Design pdm_mux_array_capture, sky130hd; sources not shown.
### Drive-strength map, run 1

Drawn at 2 px/um.
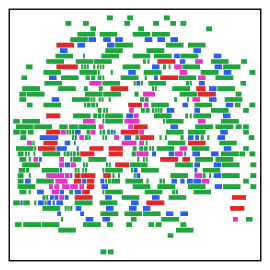
red -> _6 and larger  # cells 34, share 7.2%, most used clkbuf_16
blue -> _2 cells  # cells 91, share 19%, most used mux2_2
magenta -> _3 and _4 cells  # cells 43, share 9.1%, most used buf_4
green -> _0 and _1 cells  # cells 304, share 64%, most used dfrtp_1
synth-to-layout area growth: 37.6%
Final WS setup: -0.174 ns
Non-clock buffers: 95

### Layout detail, run 1

Window x 38 to 88, y 63 to 113 um. Cells in grey, sequential cells in the stronger grey; small squares are vias.
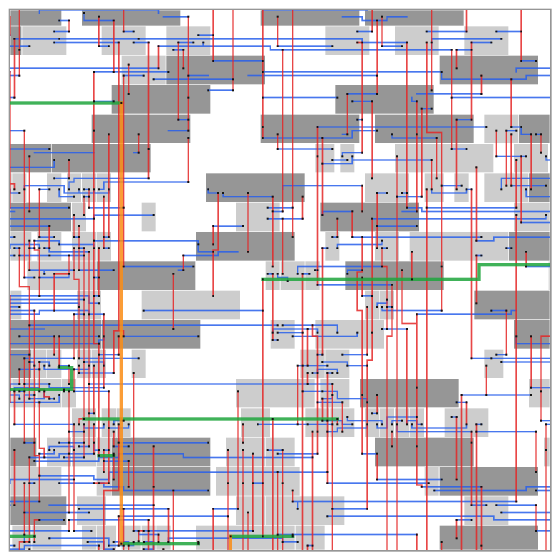
green -> metal 3
red -> metal 2
blue -> metal 1
orange -> metal 4
sequential cells in the window = 28
most frequent = dfrtp_1 (28), nand2_1 (26), nand4_1 (14)
cells with their middle in the window = 117

### Floorplan with the power grid, run 1

Drawn at 4 px/um. Pins as bars on the die edge.
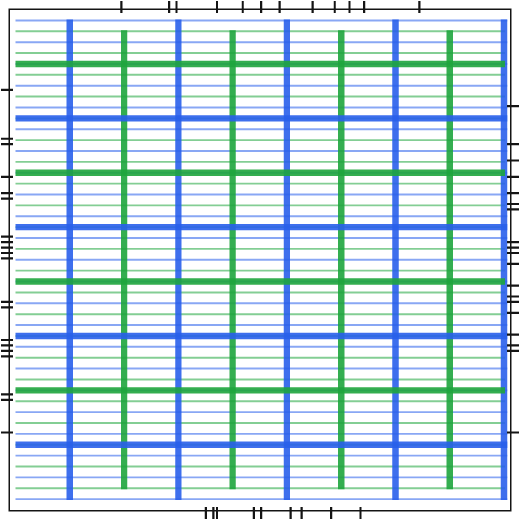
green -> VDD
blue -> VSS
rows = 44
met4 straps = 9
met1 rails = 45
signal pins = 60
met5 straps = 8
horizontal die size: 125 um
VDD IR max: 0.000685 V
CORE AREA: 14600 um^2
DIE HEIGHT: 125 um

### Wiring heat map, run 1

Drawn at 3 px/um. 25 x 25 tiles, from dark purple (low) to yellow (high), scaled to the fullest tile. Values are wire area over tile area, all layers added.
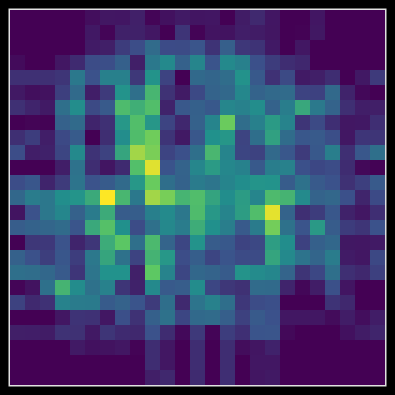
tiles over half the peak = 11%
fullest tile = 0.41
nearly empty tiles = 20%
mean over tiles = 0.094
emptiest ninth of the die = south-east
Avg WL per Cell: 14.5 um
final wirelength: 9520 um
via count: 2957
GRT Util Overall: 12.4%

==> run summary, run 1 <==
fresh numbers from the pnr run: outcome=complete, but fails checks, violated checks=DRC, setup timing, Root Buffer=clkbuf_16, initial antenna violation count=0, Top-area cell share=61.0%, Static Leak=approximately 3.1 nW, top cells, area=dfrtp_1 61%, mux2_2 11%, nand2_1 6.8%, nand4_1 3.0%, nand2_2 2.0%, worst-path maximum fanout=10, cell type with the largest total area=dfrtp_1, Reg2Reg Depth=11, max-cap viol count=0, met1 Resource Use GR=roughly 16%, CP Class=reg -> reg, placed insts=628, multi-input logic area=approximately 1800 um^2, DRT Pass-1 Iters=8, # IOs=roughly 60, delay-heaviest family, CP=simple AND/OR/NAND/NOR gates, syn nets=between 300 and 400, Worst R2R Setup Slack=-0.17 ns, later-pin clock latency in the skew report=~0.35 ns, filler instances=approximately 1400, CP Cell Sequence=ha_4 > nand3_2 > nand2_2 > nand2_2 > nand2_4 > nand2_4 > nor2_8 > buf_4 > nand2_8 > nand2_1 > o21ai_1, final hold vios=0, Switching Fraction=approximately 29%, Max stage delay on crit path=a little over 0.4 ns, Cell Area, Placed=between 5000 and 6000 um^2, global route overflow=0, Seq pwr share=~45%, Finish-stage setup viols=roughly 50, largest net degree at the start of global routing=around 65, Least-Margin Pin Slew=approximately 0.53 ns, setup_tns=-6.26 ns, synthesized area=~4400 um^2, CTS tree=built, Clock Power Share=approximately a third, CP Data Required Time=1.83 ns, count of tool warnings=31, DR iter-0 viols=157, relative slew slack=between 60% and 70%, Max Slew Vio Count=0, WP depth=11, slowest cell on the critical path=dfrtp_1, Buf/Inv on CP=1, PortBufs=59, layout cell share with drive strength beyond 1=35.6%, Final Cell Area=approximately 6000 um^2, Arr. time, crit path=2.00 ns, sinks on the clock net=107, standard-cell row count=44, ANT nets after route=0, clock buffer depth=2, gr busiest metal=met2, H-tree depth=3, CTS buffer count=9, DP HPWL=6210 um, cell count in the Yosys report=between 300 and 400, Critical Path Start Type=flip-flop, Reg area=about 2700 um^2, Reg clk slew, reported paths=~0.07 ns, Syn Area/Cell=between 10 and 15 um^2, Distinct lib cells used=24, Hold WC Path Type=reg -> reg, Comb pwr share=a little over a fifth, GR Util met3=3.85%, final period demand of the worst path=just under 2 ns, Yosys Chip Area=around 4400 um^2, Seq share, synth=61.0%, Pwr Density=around 1000 nW/um^2, Synth Register Bits=between 100 and 150, Synth Instances=approximately 370, Nets=between 400 and 500, Yosys warning total=0, dpl ws=-0.330 ns, Antenna Cells=0, Starting Density=roughly 30%, Final Cycle Share=110%, Fmax=roughly 510 MHz, grt met2 use=between 10% and 20%, net load switching power=~1.7 mW, unrepaired setup endpoints after global routing=true, vias in the first global route=approximately 3000, Routability Congestion=0.752, Vias/cell=4.51, Final WS setup=-0.174 ns, internal power=roughly 4.3 mW, global-route wire length before repair=around 15000 um, Crit. End Element=flip-flop, Non-Filler Instances=~660, hold path cells=0, chip area=15600 um^2, DRC Markers=10
-- run 1: cell type report --
| class | count | share of cell area, % |
|---|---|---|
| Sequential cell | 107 | 44.4 |
| Tap cell | 184 | 3.81 |
| Multi-Input combinational cell | 228 | 29.6 |
| Inverter | 26 | 1.66 |
| Timing Repair Buffer | 95 | 15.7 |
| Clock inverter | 4 | 0.808 |
| Clock buffer | 12 | 4.08 |
-- run 1: placed cells by master, fill, tap and decap left out, types with 3 or more instances in the layout --
master           instances
a21oi_2                  3
buf_12                   7
buf_4                   21
buf_6                    6
clkbuf_16               11
clkdlybuf4s50_1         11
dfrtp_1                106
dlygate4sd2_1           47
ha_1                     4
inv_1                   17
inv_2                    7
mux2_2                  41
nand2_1                 64
nand2_2                 16
nand2_4                 13
nand2_8                  6
nand3_1                  5
nand3_2                  5
nand3_4                  5
nand4_1                 21
nor2_1                  10
o21ai_0                  3
o21ai_1                 10
o21ai_2                 13
-- run 1: power groups by stage --
stage | logic (mW) | clock network, mW | registers (mW)
2_1_floorplan | 0.587 | 0 | 2.83
6_report | 1.32 | 1.99 | 2.74
3_5_place_dp | 1.16 | 0 | 2.78
4_1_cts | 1.16 | 2.06 | 2.73
3_3_place_gp | 1.14 | 0 | 2.77
5_1_grt | 1.45 | 2.14 | 2.77
-- run 1: cell families after synthesis --
group / Yosys count / synth area share [%]
DFF: 107 / 61.0
adders and majority gates: 6 / 1.71
AOI/OAI and AO/OA: 31 / 4.39
buffers and inverters: 37 / 3.76
and+or+nand+nor: 148 / 18.6
muxes: 41 / 10.5
-- run 1: metal layers --
| layer | routed length (um) | vias to the layer above | share of wire (%) |
|---|---|---|---|
| met5 | 0 | - | 0 |
| met4 | 116 | 0 | 1.2 |
| met3 | 393 | 7 | 4.1 |
| met2 | 4460 | 69 | 47 |
| met1 | 4540 | 1442 | 48 |
| li1 | - | 1439 | - |
-- run 1: through the flow --
stage	total power, mW	utilization (%)	hold WS (ns)
floorplan	3.42	-	-0.136
global placement	3.91	37.1	0.133
detailed placement	3.94	37.1	0.135
CTS	5.95	39.3	0.150
global route	6.35	41.2	0.152
finish	6.05	41.2	0.148
-- run 1: worst reg2reg max path, stage by stage, from the launching register on --
cell and delay, ns:
dfrtp_1 0.41, ha_4 0.30, nand3_2 0.11, nand2_2 0.08, nand2_2 0.06, nand2_4 0.06, nand2_4 0.07, nor2_8 0.17
buf_4 0.17, nand2_8 0.07, nand2_1 0.08, o21ai_1 0.07
-- run 1: synthesized netlist by cell type --
library cell / n
nor2_8: 1
clkinv_1: 1
nand3_4: 4
nand2_2: 14
nand2_4: 1
ha_1: 6
buf_12: 1
nand2_1: 80
o21ai_2: 10
a21oi_1: 5
o21ai_0: 6
inv_1: 18
nor4_4: 2
dfrtp_1: 107
inv_2: 7
nand3_1: 11
nor3_2: 2
o21ai_1: 10
mux2_2: 41
clkbuf_1: 2
nor2_1: 10
nand4_1: 21
nand2_8: 2
buf_2: 8
-- run 1: timing repair --
item                                    4_1_cts  5_1_grt
resized                                      55       49
hold endpoints to repair                    107        0
buffers inserted                              3        4
endpoints found under the setup margin      138       92
hold buffers                                  1        0
pin swaps                                     2        9
gates cloned                                  2        3
### Placement view, run 1

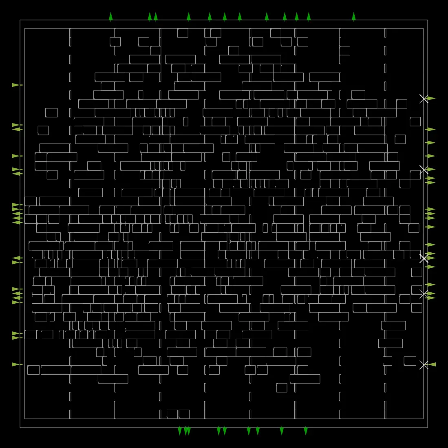

==> run 2, diff against run 1 <==
--- a/config.mk
+++ b/config.mk
@@ -5,11 +5,11 @@
 export SDC_FILE = /design/constraint.sdc
 export NUM_CORES = 1
 export LEC_CHECK = 0
-export ABC_AREA = 1
 export CAP_MARGIN = 20
-export CORE_MARGIN = 1
+export CORE_MARGIN = 10
 export CORE_UTILIZATION = 29
 export DETAILED_ROUTE_END_ITERATION = 12
+export HOLD_SLACK_MARGIN = 0.06
 export PLACE_DENSITY_LB_ADDON = 0.2
 export SLEW_MARGIN = 10
 export SYNTH_ARGS = -nofsm -noshare
### Placement view, run 2

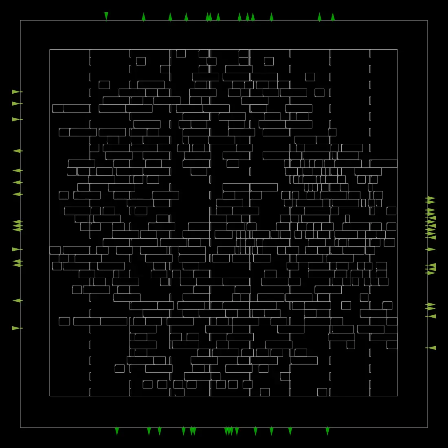
CORE AREA: 14400 um^2
Seq area share: 46.2%
flip-flops: 107

### Layout detail, run 2

Window x 45 to 95, y 73 to 123 um. Cells in grey, sequential cells in the stronger grey; small squares are vias.
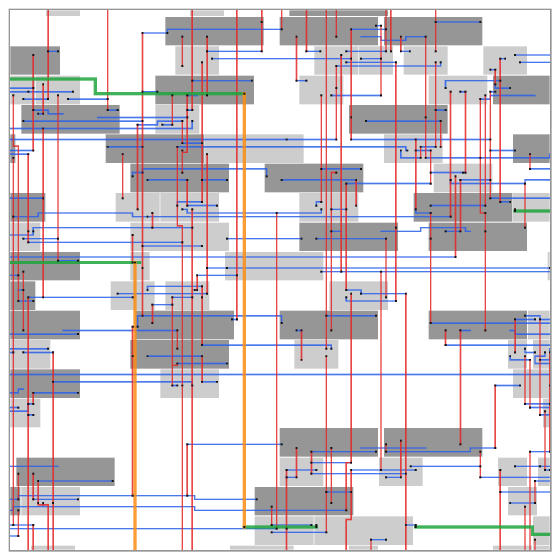
red -> metal 2
orange -> metal 4
blue -> metal 1
green -> metal 3
most frequent = dfrtp_1 (25), mux2_2 (16), mux2_4 (10)
cells with their middle in the window = 64
sequential cells in the window = 25

### Wiring heat map, run 2

Drawn at 3 px/um. 28 x 28 tiles, from dark purple (low) to yellow (high), scaled to the fullest tile. Values are wire area over tile area, all layers added.
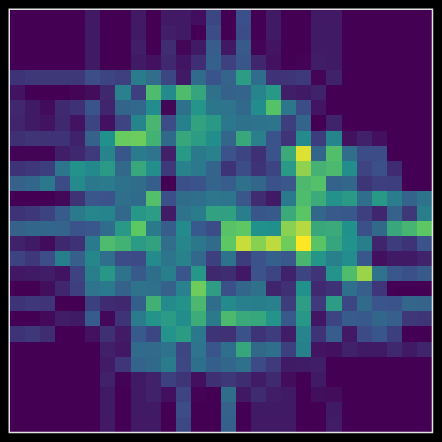
nearly empty tiles = 28%
tiles over half the peak = 12%
fullest tile = 0.36
emptiest ninth of the die = north-east
mean over tiles = 0.077
final wirelength: 9700 um
Avg WL per Cell: 17.4 um
via count: 2494
GRT Util Overall: 9.79%

==> run 2 against run 1 <==
The run ends with setup timing left. Critical path depth decreased by 5. Critical path type unchanged. Non-clock buffer count is 3 lower. Flip-flop count did not move. Routed wire length is 1.9% higher. Via count fell by 16%. Synthesized area shrank 3.9%. Fmax down 9.7%. Hold slack gained 0.0024 ns. Core utilization decreased by 0.85 points. Setup slack worse by 0.21 ns. Register-to-register slack worse by 0.21 ns.
==> run summary, run 2 <==
fresh numbers from the pnr run: Final Cell Area=5800 um^2 (was 6040 um^2), H-tree depth=3 (unchanged), Crit. End Element=flip-flop (unchanged), Comb pwr share=23.7% (was 21.8%), Syn Area/Cell=15.5 um^2 (was 11.9 um^2), syn nets=291 (was 389), CP Cell Sequence=inv_2 > ha_4 > o32a_1 > buf_12 > a21oi_4 > mux2_2 (was ha_4 > nand3_2 > nand2_2 > nand2_2 > nand2_4 > nand2_4 > nor2_8 > buf_4 > nand2_8 > nand2_1 > o21ai_1), dominant register cell=dfrtp_1 (unchanged), Root Buffer=clkbuf_16 (unchanged), Static Leak=2.95 nW (was 3.11 nW), internal power=4.45 mW (was 4.31 mW), Yosys Chip Area=4220 um^2 (was 4390 um^2), Vias/cell=4.49 (was 4.51), violated checks=setup timing (was DRC, setup timing), sinks on the clock net=107 (unchanged), Clock Power Share=30.6% (was 32.9%), Seq share, synth=63.5% (was 61.0%), Non-Filler Instances=556 (was 656), cell type with the largest total area=dfrtp_1 (unchanged), global-route wire length before repair=15200 um (was 15100 um), worst-path maximum fanout=10 (unchanged), Yosys top cell by instances=dfrtp_1 (unchanged), dpl ws=-0.732 ns (was -0.330 ns), WHS=0.151 ns (was 0.148 ns), DRC Markers=0 (was 10), DRT Pass-1 Iters=4 (was 8), DR iter-0 viols=113 (was 157), Top cell excl fill/tap=dfrtp_1 (unchanged), horizontal die size=141 um (was 125 um), Nets=386 (was 486), Final WS setup=-0.385 ns (was -0.174 ns), Arr. time, crit path=2.23 ns (was 2.00 ns), Top-area cell share=63.5% (was 61.0%), outcome=complete, but fails checks (unchanged), slowest cell on the critical path=dfrtp_1 (unchanged), max-cap viol count=0 (unchanged), Reg2Reg Depth=6 (was 11), Least-Margin Pin Slew=0.418 ns (was 0.531 ns), Finish-stage setup viols=50 (unchanged), initial antenna violation count=0 (unchanged), final period demand of the worst path=2.19 ns (was 1.97 ns), Final Cycle Share=121% (was 110%), VDD IR max=0.000543 V (was 0.000685 V), largest net degree at the start of global routing=40 (was 65), Seq pwr share=45.7% (was 45.3%), cell count in the Yosys report=272 (was 370), EDFF count, synth=0 (unchanged)
run 2: netlist changes by cell type in the layout (fill, tap and decap cells not counted), sizes merged, moves of 10 or more:
cell and change:
mux2 +45, nand3 -10, inv -18, o21ai -24
nand4 -21, nand2 -89
run 2: kinds of logic after synthesis:
logic type / after synthesis / synth area share [%]
AND-OR/OR-AND: 22 / 4.92
flip-flops: 107 / 63.5
adder cells (fa/ha/maj): 6 / 1.78
multiplexers: 89 / 23.7
AND/OR/NAND/NOR: 32 / 4.12
buffers and inverters: 14 / 1.60
XOR/XNOR: 2 / 0.415
run 2: power by group through the flow:
stage	combinational [mW]	sequential, mW	clock (mW)
4_1_cts	1.42	2.88	2.00
5_1_grt	1.62	2.92	2.10
3_3_place_gp	1.36	2.92	0
3_5_place_dp	1.38	2.92	0
2_1_floorplan	0.651	2.99	0
6_report	1.50	2.88	1.93
run 2: what timing repair did:
item | in CTS | in global routing
cloned | 0 | 3
hold endpoints to repair | 24 | 0
hold buffers | 1 | 0
endpoints found under the setup margin | 98 | 77
resized | 63 | 32
buffers inserted | 4 | 3
pin swaps | 4 | 5
run 2: area by class of cell:
cell class | instances | area [um^2]
Clock buffer | 9 | 225
Clock inverter | 7 | 63.8
Fill cell | 1362 | 8560
Inverter | 6 | 22.5
Multi-Input combinational cell | 151 | 1680
Sequential cell | 107 | 2680
Tap cell | 184 | 230
Timing Repair Buffer | 92 | 907
run 2: critical path: cells and delay by family, from the launching register on:
family | cells | cell delay (ns)
AND-OR/OR-AND | 2 | 0.65
flip-flops | 1 | 0.40
multiplexers | 1 | 0.37
buffers and inverters | 2 | 0.25
adder cells (fa/ha/maj) | 1 | 0.20
run 2: routing by layer:
metal	share of wire, %	vias to the layer above	global-route usage, %
met3	5.9	11	3.56
met1	47	1281	12.3
li1	-	1154	-
met5	0	-	0
met2	45	48	14.7
met4	1.6	0	4.40
Power figures rest on the tool's default switching activity, not on a simulated workload.
